Figure 1. Close-up of the layout.
Region (33, 17) to (58, 42) microns. Cells in grey, sequential cells in the stronger grey; small squares are vias.
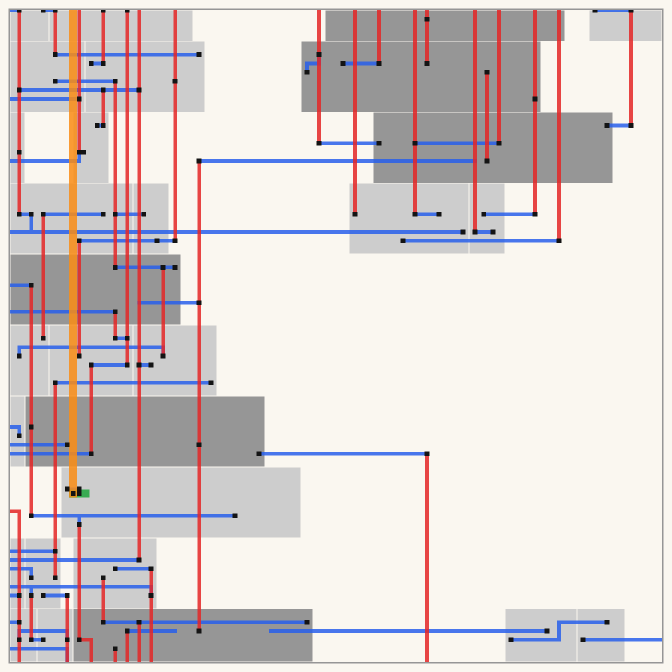
Figure 2. Supply network.
The bar under the picture is 20 microns long. Pins as bars on the die edge. Tap cells in grey.
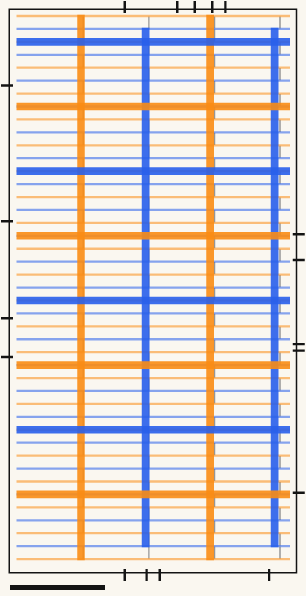
Figure 3. Sequential cells grouped by signal name.
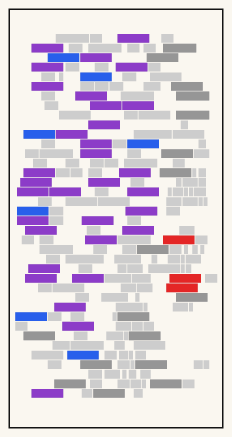
`src/rtl/spi_target_rx.sv`:
```
// Receive-only SPI mode-3 target: synchronizes nCS/SCLK/SDI into clk, deserializes
// MSB-first bytes on SCLK rising edges and queues them in a small valid/ready FIFO.
module spi_target_rx #(
  parameter int FIFO_DEPTH  = 4,
  parameter int SYNC_STAGES = 2
) (
  input  logic       clk,
  input  logic       rst_n,
  input  logic       nCS,
  input  logic       SCLK,
  input  logic       SDI,
  output logic [7:0] rx_data,
  output logic       rx_valid,
  input  logic       rx_ready,
  output logic       overflow,
  output logic       frame_err,
  output logic       busy
);
  localparam int AW = $clog2(FIFO_DEPTH);
  localparam logic [AW:0] PTR_ONE = (AW+1)'(1);

  typedef enum logic [1:0] {WAIT_IDLE, IDLE, SHIFT} state_t;

  // cs resets to "selected" so a frame already running at reset release is skipped
  logic [SYNC_STAGES-1:0] cs_q, sclk_q, sdi_q;
  logic                   sclk_d;
  logic                   cs_s, sclk_s, sdi_s, rise;

  always_ff @(posedge clk or negedge rst_n) begin
    if (!rst_n) begin
      cs_q   <= '0;
      sclk_q <= '1;
      sdi_q  <= '0;
      sclk_d <= 1'b1;
    end else begin
      cs_q   <= {cs_q[SYNC_STAGES-2:0], nCS};
      sclk_q <= {sclk_q[SYNC_STAGES-2:0], SCLK};
      sdi_q  <= {sdi_q[SYNC_STAGES-2:0], SDI};
      sclk_d <= sclk_s;
    end
  end

  assign cs_s   = cs_q[SYNC_STAGES-1];
  assign sclk_s = sclk_q[SYNC_STAGES-1];
  assign sdi_s  = sdi_q[SYNC_STAGES-1];
  assign rise   = sclk_s & ~sclk_d;

  state_t     state;
  logic [2:0] bitcnt;
  logic [7:0] sr;
  logic       push;
  logic [7:0] push_byte;

  assign push      = (state == SHIFT) && !cs_s && rise && (bitcnt == 3'd7);
  assign push_byte = {sr[6:0], sdi_s};
  assign busy      = (state == SHIFT);

  always_ff @(posedge clk or negedge rst_n) begin
    if (!rst_n) begin
      state     <= WAIT_IDLE;
      bitcnt    <= '0;
      sr        <= '0;
      frame_err <= 1'b0;
    end else begin
      frame_err <= 1'b0;
      case (state)
        WAIT_IDLE: if (cs_s) state <= IDLE;
        IDLE: if (!cs_s) begin
          state  <= SHIFT;
          bitcnt <= '0;
        end
        SHIFT: begin
          // deselect wins over a coincident rise
          if (cs_s) begin
            state     <= IDLE;
            frame_err <= (bitcnt != 3'd0);
            bitcnt    <= '0;
          end else if (rise) begin
            sr     <= push_byte;
            bitcnt <= bitcnt + 3'd1;
          end
        end
        default: state <= WAIT_IDLE;
      endcase
    end
  end

  logic [7:0] mem [FIFO_DEPTH];
  logic [AW:0] wr_ptr, rd_ptr;
  logic        full, pop;

  assign rx_valid = (wr_ptr != rd_ptr);
  assign full     = (wr_ptr[AW] != rd_ptr[AW]) && (wr_ptr[AW-1:0] == rd_ptr[AW-1:0]);
  assign pop      = rx_valid & rx_ready;
  assign rx_data  = mem[rd_ptr[AW-1:0]];

  always_ff @(posedge clk or negedge rst_n) begin
    if (!rst_n) begin
      for (int i = 0; i < FIFO_DEPTH; i++) mem[i] <= '0;
      wr_ptr   <= '0;
      rd_ptr   <= '0;
      overflow <= 1'b0;
    end else begin
      overflow <= 1'b0;
      // a pop in the same cycle frees the head slot, so a full FIFO still accepts
      if (push) begin
        if (!full || pop) begin
          mem[wr_ptr[AW-1:0]] <= push_byte;
          wr_ptr              <= wr_ptr + PTR_ONE;
        end else begin
          overflow <= 1'b1;
        end
      end
      if (pop) rd_ptr <= rd_ptr + PTR_ONE;
    end
  end
endmodule
```
`config.mk`:
```
export PLATFORM = sky130hd
export DESIGN_NAME = spi_target_rx
export DESIGN_NICKNAME = d
export VERILOG_FILES = /design/src/rtl/spi_target_rx.sv
export SDC_FILE = /design/constraint.sdc
export NUM_CORES = 1
export LEC_CHECK = 0
export ABC_CLOCK_PERIOD_IN_PS = 4450
export CAP_MARGIN = 20
export CORE_ASPECT_RATIO = 2
export CORE_UTILIZATION = 40
export DETAILED_ROUTE_END_ITERATION = 10
export PLACE_DENSITY_LB_ADDON = 0.15
export SLEW_MARGIN = 20
export SYNTH_ARGS = -nofsm -noshare
export SYNTH_HDL_FRONTEND = slang
export SYNTH_SLANG_ARGS = --single-unit
```
`constraint.sdc`:
```
create_clock -name clk -period 4.45 [get_ports clk]
set_clock_uncertainty 0.05 [all_clocks]
set_input_delay 0.89 -clock clk [delete_from_list [all_inputs] [get_ports clk]]
set_output_delay 0.89 -clock clk [all_outputs]
set_load 0.01 [all_outputs]
```
==> results.sh <==
# flow metrics
export IMPL_status="finished, final reports clean"
export IMPL_maxCapViolCount=0
export IMPL_hpwl_microns=3383
export IMPL_peakVddDrop_v=0.0003612
export IMPL_cts_buffer_depth=2
export IMPL_place_area_sq_mm=0.002957
export IMPL_top_cells_by_area="dfrtp_1, mux2_2, mux4_1"
export IMPL_path_class="reg -> out"
export IMPL_clock_power_uw=741
export IMPL_coreArea_sq_mm=0.006569
export IMPL_grt_overflow_total=0
export IMPL_grt_pass1_vias=1598
export IMPL_cts_setup_buffers=0
export IMPL_ys_top_logic_family="multiplexers"
export IMPL_layout_nonclk_buf_frac=0.05484
export IMPL_warnings=33
export IMPL_core_rowCount=42
export IMPL_final_instance_count_excl_fill=289
export IMPL_drive_above_1_share=0.3333
export IMPL_grt_start_max_net_pins=60
export IMPL_path_max_fanout=11
export IMPL_whs_ns=0.3045
export IMPL_inv_count=8
export IMPL_start_kind="flip-flop"
export IMPL_wirelength_microns=4824
export IMPL_fmax_ghz=0.3142
export IMPL_place_ws_ns=1.477
export IMPL_top_cell_area_share=0.5188
export IMPL_comb_cells=99
export IMPL_required_ns=3.51
export IMPL_rsz0062_at_grt="false"
export IMPL_p_leak_uw=0.001620
export IMPL_seqPwrFrac=0.404
export IMPL_hold_path_class="reg -> reg"
export IMPL_drt_pass1_iter_count=4
export IMPL_logic_area_sq_mm=0.001156
export IMPL_crit_slowest_cell="dfrtp_1"
export IMPL_root_buffer="clkbuf_16"
export IMPL_worstMarginPinSlew_ns=0.7404
export IMPL_antenna_found_initial=0
export IMPL_drc=0
export IMPL_ys_seq_share=0.5479
export IMPL_ys_warn_count=0
export IMPL_clkPwrFrac=0.456
export IMPL_grt_pass1_wl_microns=8142
export IMPL_synthCells=172
export IMPL_wl_per_cell_microns=16.69
export IMPL_p_per_area_mw_per_mm2=494.4
Notes on Figure 1 above:
M2: drawn in red. M4: drawn in orange. M1: drawn in blue. M3: drawn in green.
Most frequent: dfrtp_1 (5), inv_1 (3), ha_1 (3). 20 logic cells have their middle in the window. Sequential cells in the window: 5.

Notes on Figure 2 above:
VDD: drawn in blue. VSS: drawn in orange.
The core has 42 rows. 8 straps on met5. 18 signal pins sit on the boundary. 88 tap cells.

Notes on Figure 3 above:
mem: drawn in purple, placed flops 32. sr: drawn in blue, placed flops 7. bitcnt: drawn in red, placed flops 3.

final timing paths:
kind / slack [ns] / endpoint / start / cells after the start
min in group asynchronous: 0.67 / rd_ptr[1] / rst_n / 2
worst max-delay path: 1.27 / rx_data[6] / rd_ptr[0] / 2
worst max register to register: 1.88 / mem[0] / rd_ptr[0] / 4
max in group asynchronous: 3.19 / mem[5] / rst_n / 2
worst min register to register: 0.30 / cs_q[1] / cs_q[0] / 0
worst min-delay path: 0.30 / cs_q[1] / cs_q[0] / 0
metal layers:
metal / wire (microns) / GRT usage / part of all wire
met5: 0 / 0 / 0
met3: 110 / 0.04814 / 0.023
met1: 1914 / 0.1800 / 0.40
met2: 2718 / 0.2665 / 0.56
met4: 80 / 0.08721 / 0.017
